`config.mk`:
```
export PLATFORM = sky130hd
export DESIGN_NAME = mem_stage
export DESIGN_NICKNAME = d
export VERILOG_FILES = /design/src/rtl/mem_stage.sv
export SDC_FILE = /design/constraint.sdc
export NUM_CORES = 1
export LEC_CHECK = 0
export CAP_MARGIN = 20
export CELL_PAD_IN_SITES_DETAIL_PLACEMENT = 2
export CELL_PAD_IN_SITES_GLOBAL_PLACEMENT = 2
export CORE_MARGIN = 8
export CORE_UTILIZATION = 27
export DETAILED_ROUTE_END_ITERATION = 7
export PLACE_DENSITY = 0.78
export SLEW_MARGIN = 40
export SYNTH_ARGS = -nofsm -noshare
export SYNTH_HDL_FRONTEND = slang
export SYNTH_SLANG_ARGS = --single-unit
```
`constraint.sdc`:
```
create_clock -name clk -period 2.2 [get_ports clk]
set_input_delay 0.33 -clock clk [delete_from_list [all_inputs] [get_ports clk]]
set_output_delay 0.33 -clock clk [all_outputs]
set_load 0.03 [all_outputs]
```
`src/rtl/mem_stage.sv`:
```
// Memory pipeline stage: EX/MEM and MEM/WB registers, data-memory req/ack
// access with load extension, store byte lanes and an ack timeout.
module mem_stage #(
    parameter int ACK_TIMEOUT = 16
) (
    input  logic        clk,
    input  logic        rst,
    input  logic        valid_i,
    input  logic [31:0] alu_i,
    input  logic [31:0] wdata_i,
    input  logic [4:0]  rd_i,
    input  logic [2:0]  f3_i,
    input  logic        mem_rd_i,
    input  logic        mem_wr_i,
    input  logic        wb_reg_wr_i,
    output logic        stall_o,
    output logic [4:0]  exmem_rd_o,
    output logic [31:0] exmem_alu_o,
    output logic        exmem_wb_reg_wr_o,
    output logic [4:0]  memwb_rd_o,
    output logic [31:0] memwb_wdata_o,
    output logic        memwb_wb_reg_wr_o,
    output logic        dmem_req_o,
    output logic        dmem_we_o,
    output logic [31:0] dmem_addr_o,
    output logic [31:0] dmem_wdata_o,
    output logic [3:0]  dmem_be_o,
    input  logic [31:0] dmem_rdata_i,
    input  logic        dmem_ack_i,
    output logic        misalign_o,
    output logic        bus_err_o,
    output logic [1:0]  dbg_state
);

    // Handshake: dmem_req_o rises in ACCESS and stays high with we/addr/wdata/be
    // stable until the cycle in which dmem_ack_i=1 is seen; ack outside ACCESS is ignored.

    localparam int CW = $clog2(ACK_TIMEOUT) + 1;
    localparam logic [CW-1:0] LIMIT = CW'(ACK_TIMEOUT - 1);

    typedef enum logic [1:0] {
        S_IDLE   = 2'd0,
        S_ACCESS = 2'd1,
        S_DONE   = 2'd2
    } state_t;

    state_t state_q, state_d;

    logic [31:0]   ex_alu, ex_wdata;
    logic [4:0]    ex_rd;
    logic [2:0]    ex_f3;
    logic          ex_mem_rd, ex_mem_wr, ex_wb;
    logic [CW-1:0] cnt_q;
    logic          err_q;
    logic [31:0]   ld_data_q;

    logic          memop, misaligned;
    logic [3:0]    st_be;
    logic [31:0]   st_data;
    logic [7:0]    ld_byte;
    logic [15:0]   ld_half;
    logic [31:0]   ld_fmt;

    // Control bits are stored already qualified by valid, so a bubble is all-zero.
    always_ff @(posedge clk or negedge rst) begin
        if (!rst) begin
            ex_alu    <= '0;
            ex_wdata  <= '0;
            ex_rd     <= '0;
            ex_f3     <= '0;
            ex_mem_rd <= 1'b0;
            ex_mem_wr <= 1'b0;
            ex_wb     <= 1'b0;
        end else if (!stall_o) begin
            ex_alu    <= alu_i;
            ex_wdata  <= wdata_i;
            ex_rd     <= rd_i;
            ex_f3     <= f3_i;
            ex_mem_rd <= valid_i & mem_rd_i;
            ex_mem_wr <= valid_i & mem_wr_i;
            ex_wb     <= valid_i & wb_reg_wr_i;
        end
    end

    assign memop = ex_mem_rd | ex_mem_wr;

    always_comb begin
        misaligned = 1'b0;
        st_be      = 4'b1111;
        st_data    = ex_wdata;
        case (ex_f3[1:0])
            2'b00: begin
                st_be   = 4'b0001 << ex_alu[1:0];
                st_data = {4{ex_wdata[7:0]}};
            end
            2'b01: begin
                misaligned = ex_alu[0];
                st_be      = ex_alu[1] ? 4'b1100 : 4'b0011;
                st_data    = {2{ex_wdata[15:0]}};
            end
            default: misaligned = |ex_alu[1:0];
        endcase
    end

    always_comb begin
        ld_byte = dmem_rdata_i[7:0];
        case (ex_alu[1:0])
            2'd1:    ld_byte = dmem_rdata_i[15:8];
            2'd2:    ld_byte = dmem_rdata_i[23:16];
            2'd3:    ld_byte = dmem_rdata_i[31:24];
            default: ld_byte = dmem_rdata_i[7:0];
        endcase
        ld_half = ex_alu[1] ? dmem_rdata_i[31:16] : dmem_rdata_i[15:0];
        case (ex_f3)
            3'b000:  ld_fmt = {{24{ld_byte[7]}}, ld_byte};
            3'b001:  ld_fmt = {{16{ld_half[15]}}, ld_half};
            3'b100:  ld_fmt = {24'h0, ld_byte};
            3'b101:  ld_fmt = {16'h0, ld_half};
            default: ld_fmt = dmem_rdata_i;
        endcase
    end

    always_comb begin
        state_d    = state_q;
        stall_o    = 1'b0;
        misalign_o = 1'b0;
        bus_err_o  = 1'b0;
        dmem_req_o = 1'b0;
        case (state_q)
            S_IDLE: begin
                if (memop) begin
                    if (misaligned) begin
                        misalign_o = 1'b1;
                    end else begin
                        stall_o = 1'b1;
                        state_d = S_ACCESS;
                    end
                end
            end
            S_ACCESS: begin
                dmem_req_o = 1'b1;
                stall_o    = 1'b1;
                if (dmem_ack_i) begin
                    state_d = S_DONE;
                end else if (cnt_q == LIMIT) begin
                    bus_err_o = 1'b1;
                    state_d   = S_DONE;
                end
            end
            S_DONE:  state_d = S_IDLE;
            default: state_d = S_IDLE;
        endcase
    end

    // A store wins when both mem_rd and mem_wr are set.
    assign dmem_we_o    = dmem_req_o & ex_mem_wr;
    assign dmem_addr_o  = dmem_req_o ? {ex_alu[31:2], 2'b00} : 32'h0;
    assign dmem_be_o    = dmem_req_o ? (ex_mem_wr ? st_be : 4'b1111) : 4'b0000;
    assign dmem_wdata_o = (dmem_req_o & ex_mem_wr) ? st_data : 32'h0;

    always_ff @(posedge clk or negedge rst) begin
        if (!rst) begin
            state_q   <= S_IDLE;
            cnt_q     <= '0;
            err_q     <= 1'b0;
            ld_data_q <= '0;
        end else begin
            state_q <= state_d;
            case (state_q)
                S_IDLE: begin
                    cnt_q <= '0;
                    err_q <= 1'b0;
                end
                S_ACCESS: begin
                    cnt_q <= cnt_q + CW'(1);
                    if (dmem_ack_i)  ld_data_q <= ld_fmt;
                    else if (bus_err_o) err_q <= 1'b1;
                end
                default: ;
            endcase
        end
    end

    // MEM/WB writes every cycle; while stalled it carries a bubble so nothing commits twice.
    always_ff @(posedge clk or negedge rst) begin
        if (!rst) begin
            memwb_rd_o        <= '0;
            memwb_wdata_o     <= '0;
            memwb_wb_reg_wr_o <= 1'b0;
        end else begin
            case (state_q)
                S_IDLE: begin
                    if (stall_o) begin
                        memwb_wb_reg_wr_o <= 1'b0;
                    end else begin
                        memwb_rd_o        <= ex_rd;
                        memwb_wdata_o     <= ex_alu;
                        memwb_wb_reg_wr_o <= ex_wb & ~misalign_o;
                    end
                end
                S_DONE: begin
                    memwb_rd_o        <= ex_rd;
                    memwb_wdata_o     <= (ex_mem_rd & ~ex_mem_wr) ? ld_data_q : ex_alu;
                    memwb_wb_reg_wr_o <= ex_wb & ~err_q;
                end
                default: memwb_wb_reg_wr_o <= 1'b0;
            endcase
        end
    end

    assign exmem_rd_o        = ex_rd;
    assign exmem_alu_o       = ex_alu;
    assign exmem_wb_reg_wr_o = ex_wb;
    assign dbg_state         = state_q;

endmodule

```
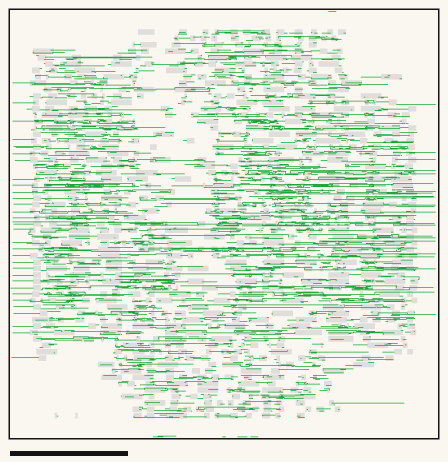
Figure 1: run 1, met1 routing.
The bar under the picture is 50 microns long.
nets with wire on the layer: 984
share of all routed wire: 41%
main direction: horizontal
wire length on this layer: 12500 microns
longest straight run: 62.1 microns

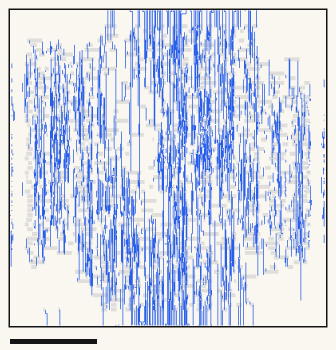
Figure 2: run 1, signal wires on met2.
The bar under the picture is 50 microns long.
main direction: vertical
wire length on this layer: 15300 microns
share of all routed wire: 51%
longest straight run: 80.9 microns
nets with wire on the layer: 1013

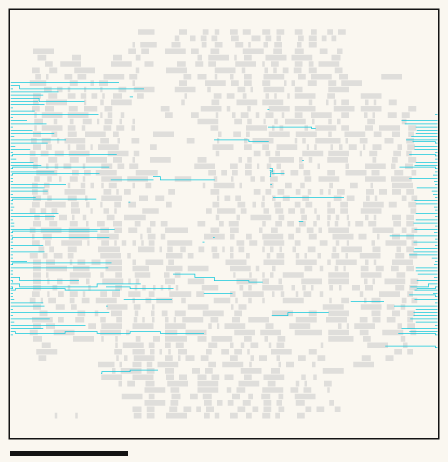
Figure 3: run 1, met3 routing.
The bar under the picture is 50 microns long.
wire length on this layer: 2110 microns
main direction: horizontal
longest straight run: 52.7 microns
share of all routed wire: 7.0%
nets with wire on the layer: 158

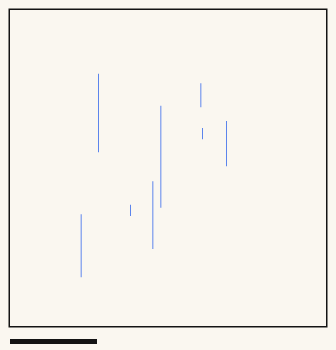
Figure 4: run 1, signal wires on met4.
The bar under the picture is 50 microns long.
longest straight run: 58.5 microns
main direction: vertical
wire length on this layer: 230 microns

==> qor.csv, run 1 <==
metric,value,unit
cell total after placement,1290,
most frequent logic cells in the routed design,"clkdlybuf4s50_1 (186), dfrtp_1 (147), buf_4 (91), nor2_1 (75), mux2_2 (74)",
total negative setup slack,0,ps
"Setup violations, final",0,
bufs w/o clock,305,
worst ir drop on vdd,671.4,uV
syn avg cell area,10.51,sq um
CP Launch Type,flip-flop,
FF-to-FF End,exmem_alu_o[4]$_DFFE_PN0N_,
H-Tree Level Count,4,
worst hold path type,input pin to asynchronous set/reset pin,
Psw,8393,uW
post-DR vias/cell,4.878,
routing usage on met2,30.65,%
Top Layer Used,met4,
Layout Nets,1091,
yosys aoi share,9.256,%
DRC viols,0,
Worst EP arrival,1860,ps
Final HPWL DP,21360,microns
met1 Resource Use GR,20.63,%
ant diodes,1,
largest net degree at the start of global routing,54,
CP max FO,13,
Core ar.,0.02748,sq mm
final WL,30170,microns
Max-area cell share,51.40,%
most used logic cell in the final layout,clkdlybuf4s50_1,
First-pass DRT Iterations,4,
Leak,0.004843,uW
"Reg clk slew, reported paths",60,ps
clock power share,16.9,%
die area,0.03316,sq mm
critical path buffer and inverter count,2,
first-pass GRT wire length,45210,microns
Final Non-Filler Cells,1338,
Max-area cell class,registers,
flop share of the area,33.70,%
number of CTS-inserted buffers,17,
clk root buf,clkbuf_16,
multi-input gate count,495,
Detail Route Antenna Nets,0,
Clock-cell share,5.584,%
reg-to-reg startpoint,dbg_state[1]$_DFFE_PN0P_,
drt wl/cell,22.55,microns
reg2reg path depth,6,
pwr/cell area,1690,mW/mm^2
CP Cell Sequence,"buf_4, nor2b_1, a21oi_1, buf_12",
"Seq share, synth",51.40,%
CTS Buffer Depth,2,
Hold Slack,432.3,ps
crit path time final,2194,ps
Signal inverters,6,
Synth Cell Area,0.007448,sq mm
Die Ht,182.1,microns
row count,61,
normalized max-slew margin,52.75,%
Top pwr grp,combinational logic,
status,"finished, final reports clean",
slowest stage cell on the critical path,dfrtp_1,
Seq. cell area,0.003836,sq mm
reg-to-reg setup timing slack,110,ps
biggest area cells,"dfrtp_1 (51%), mux2_2 (11%), mux2i_1 (6.5%)",
ys flops,153,
final hold vios,0,
GR Util All Layers,17.66,%
# resized after CTS,19,
crit path DRT,1870,ps
number of enable flip-flop cells,0,
Die Wd,182.1,microns
OpenROAD warning count,27,
final setup margin,5.732,ps
"area leader, netlist",dfrtp_1,
"Adder Share, Synth",0.3360,%
Worst Setup EP,dmem_be_o[1],
metal3 WL,2105,microns
Tot Pwr,19240,uW
Most Crowded Layer GR,met2,
initial antenna violation count,1,
cell area after placement,0.01045,sq mm
"Async S/R FF share, synth",100.0,%
Tapcells,346,
top_reg_cell synth,dfrtp_1,
Setup crit end kind,output pin,
clock latency on the worst-skew pair,430,ps
register share of total power,28.2,%
fill cell count,2896,
Critical Path Source,ex_mem_wr$_DFFE_PN0N_,
==> run 1 -> run 2 <==
Settings changed: CAP_MARGIN 20 to 30.
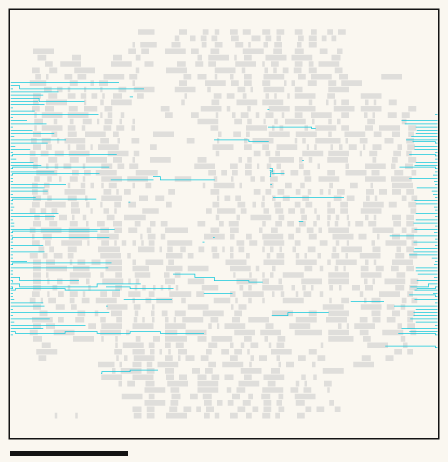
Figure 5: run 2, met3 routing.
The bar under the picture is 50 microns long.
main direction: horizontal
nets with wire on the layer: 158
share of all routed wire: 7.0%
longest straight run: 52.7 microns
wire length on this layer: 2110 microns

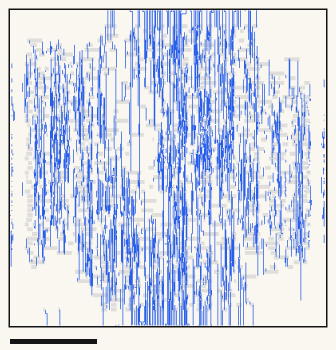
Figure 6: run 2, signal wires on met2.
The bar under the picture is 50 microns long.
longest straight run: 80.9 microns
main direction: vertical

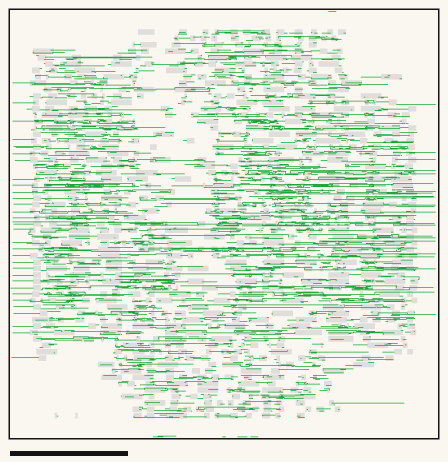
Figure 7: run 2, met1 routing.
The bar under the picture is 50 microns long.
share of all routed wire: 41%
main direction: horizontal
wire length on this layer: 12500 microns
nets with wire on the layer: 984
longest straight run: 62.1 microns

==> run 2 against run 1 <==
Non-clock buffer count is the same. Global-route usage is the same. Synthesized cell count is the same. Critical path depth is the same. Power is the same. Critical endpoint unchanged.
==> qor.csv, run 2 <==
metric,value,unit,change
Core ar.,0.02748,sq mm,unchanged
Tot Pwr,19240,uW,unchanged
reg-to-reg setup timing slack,110,ps,about the same
bufs w/o clock,305,,unchanged
clock latency on the worst-skew pair,430,ps,about the same
die area,0.03316,sq mm,unchanged
FF-to-FF End,exmem_alu_o[4]$_DFFE_PN0N_,,
ys flops,153,,unchanged
Setup crit end kind,output pin,,
biggest area cells,"dfrtp_1 (51%), mux2_2 (11%), mux2i_1 (6.5%)",,
"Setup violations, final",0,,unchanged
multi-input gate count,495,,unchanged
status,"finished, final reports clean",,
CP max FO,13,,unchanged
"area leader, netlist",dfrtp_1,,
GR Util All Layers,17.66,%,unchanged
Synth Cell Area,0.007448,sq mm,unchanged
routing usage on met2,30.65,%,unchanged
most frequent logic cells in the routed design,"clkdlybuf4s50_1 (186), dfrtp_1 (147), buf_4 (91), nor2_1 (75), mux2_2 (74)",,
CP Launch Type,flip-flop,,
final setup margin,5.732,ps,unchanged
reg-to-reg startpoint,dbg_state[1]$_DFFE_PN0P_,,
syn avg cell area,10.51,sq um,unchanged
number of CTS-inserted buffers,17,,unchanged
metal3 WL,2105,microns,unchanged
normalized max-slew margin,52.75,%,unchanged
register share of total power,28.2,%,about the same
Most Crowded Layer GR,met2,,
First-pass DRT Iterations,4,,unchanged
Max-area cell share,51.40,%,unchanged
Hold Slack,432.3,ps,unchanged
"Reg clk slew, reported paths",60,ps,about the same
Worst EP arrival,1860,ps,about the same
Tapcells,346,,unchanged
critical path buffer and inverter count,2,,unchanged
Seq. cell area,0.003836,sq mm,unchanged
final WL,30170,microns,unchanged
Leak,0.004843,uW,unchanged
crit path DRT,1870,ps,about the same
worst hold path type,input pin to asynchronous set/reset pin,,
total negative setup slack,0,ps,unchanged
H-Tree Level Count,4,,unchanged
Max-area cell class,registers,,
ant diodes,1,,unchanged
Worst Setup EP,dmem_be_o[1],,
CTS Buffer Depth,2,,unchanged
largest net degree at the start of global routing,54,,unchanged
fill cell count,2896,,unchanged
crit path time final,2194,ps,unchanged
Psw,8393,uW,unchanged
Clock-cell share,5.584,%,unchanged
Detail Route Antenna Nets,0,,unchanged
CP Cell Sequence,"buf_4, nor2b_1, a21oi_1, buf_12",,
post-DR vias/cell,4.878,,unchanged
final hold vios,0,,unchanged
# resized after CTS,19,,unchanged
flop share of the area,33.70,%,unchanged
Top pwr grp,combinational logic,,
Critical Path Source,ex_mem_wr$_DFFE_PN0N_,,
Die Ht,182.1,microns,unchanged
clock power share,16.9,%,about the same
"Seq share, synth",51.40,%,unchanged
==> run 2 -> run 3 <==
Settings changed: ABC_AREA set to 1, CORE_UTILIZATION 27 to 25, PLACE_DENSITY 0.78 to 0.8.
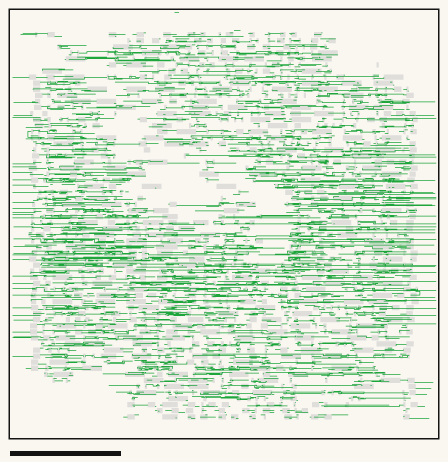
Figure 8: run 3, met1 routing.
The bar under the picture is 50 microns long.
wire length on this layer: 14900 microns
longest straight run: 65.8 microns

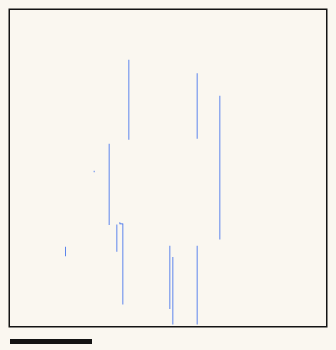
Figure 9: run 3, signal wires on met4.
The bar under the picture is 50 microns long.
nets with wire on the layer: 9
share of all routed wire: 1.2%
main direction: vertical

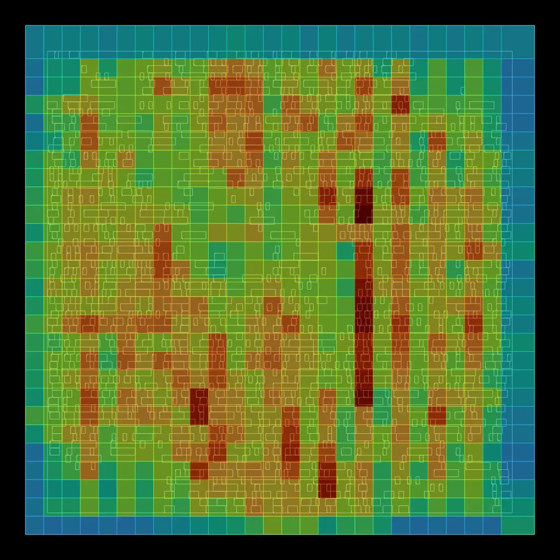
Figure 10: run 3, routing congestion.
met1 Resource Use GR: 22.92%
met3 Use GR: 4.829%
GR Util All Layers: 18.60%
routing usage on met2: 32.16%

==> run 3 against run 2 <==
Flip-flop count unchanged. Final area up 2.9%. Setup slack better by 2.0 ps. Die area up 11%. Synthesized cell count up 49%. Via count up 24%. Wire length up 15%. Critical path type unchanged. Largest cell class unchanged. Largest power group unchanged. Highest routed layer is now met5.
==> qor.csv, run 3 <==
metric,value,unit,change
"Setup violations, final",0,,unchanged
First-pass DRT Iterations,4,,unchanged
Clock-cell share,4.882,%,-0.70 points
Seq. cell area,0.003832,sq mm,about the same
syn avg cell area,7.308,sq um,-30%
multi-input gate count,728,,+47%
Die Ht,191.9,microns,+5.4%
Detail Route Antenna Nets,0,,unchanged
# resized after CTS,95,,+76
largest net degree at the start of global routing,79,,+46%
Tot Pwr,20680,uW,+7.5%
reg-to-reg startpoint,dbg_state[1]$_DFFE_PN0P_,,
Core ar.,0.03051,sq mm,+11%
Top pwr grp,combinational logic,,
Critical Path Source,ex_f3[1]$_DFFE_PN0N_,,
"Reg clk slew, reported paths",70,ps,about the same
Tapcells,396,,+14%
reg2reg path depth,6,,
"Seq share, synth",49.47,%,-1.9 points
Most Crowded Layer GR,met2,,
clock power share,14.2,%,-2.7 points
fill cell count,3517,,+21%
Worst path depth,6,,
bufs w/o clock,307,,+0.66%
CP Cell Sequence,"nor2_8, clkinvlp_4, o21ai_1, buf_4, nor2_2, buf_4",,
Seq. pwr,5350,uW,
flop share of the area,32.72,%,-0.98 points
cell area after placement,0.01101,sq mm,
MUX area fraction,0,%,
Max-area cell class,registers,,
number of CTS-inserted buffers,17,,unchanged
Psw,10480,uW,+25%
pre-CTS setup slack,93.01,ps,
post-DR vias/cell,4.671,,-4.2%
ys flops,153,,unchanged
die area,0.03684,sq mm,+11%
slowest stage cell on the critical path,dfrtp_2,,
ant diodes,2,,+1
Final Util,38.39,%,
total negative setup slack,0,ps,unchanged
normalized max-slew margin,55.47,%,+2.7 points
reg-to-reg setup timing slack,240,ps,+130 ps
crit path DRT,1870,ps,about the same
layout cells sized above 1,14.09,%,
H-Tree Level Count,4,,unchanged
status,"finished, final reports clean",,
biggest area cells,"dfrtp_1 (49%), nand2_1 (19%), nand3_1 (6.5%)",,
Signal inverters,114,,
Comb area share,28.12,%,
FF-to-FF End,ex_mem_rd$_DFFE_PN0N_,,
Synth Cell Area,0.007739,sq mm,+3.9%
"area leader, netlist",dfrtp_1,,
Max-area cell share,49.47,%,-1.9 points
total gr overflow,0,,
Internal,10200,uW,
IO buf count,259,,
CP max FO,7,,-6
worst hold path type,input pin to asynchronous set/reset pin,,
# IOs,262,,
CTS Buffer Depth,2,,unchanged
via count,8090,,
Post-synth top cells,"nand2_1 (394), dfrtp_1 (153), inv_1 (109)",,
Worst Setup EP,dmem_wdata_o[25],,
Layout area overhead,51.35,%,
Most Frequent Cell on Critical Path,buf_4,,
final WL,34610,microns,+15%
Setup crit end kind,output pin,,
metal3 WL,2171,microns,+3.1%
register share of total power,25.9,%,-2.3 points
crit path time final,2192,ps,-1.962 ps
top_reg_cell synth,dfrtp_1,,
Hold Slack,378.7,ps,-53.57 ps
family with the most delay on the worst path,buffers and inverters,,
most frequent logic cells in the routed design,"nand2_1 (391), clkdlybuf4s50_1 (187), dfrtp_1 (150), inv_1 (105), nand3_1 (101)",,
critical path buffer and inverter count,3,,+1
CP Launch Type,flip-flop,,
final setup margin,7.694,ps,+1.962 ps
final hold vios,0,,unchanged
Worst EP arrival,1860,ps,about the same
Leak,0.005895,uW,+22%
DRC viols,0,,
clock latency on the worst-skew pair,430,ps,about the same
Power and IR drop assume default switching activity.
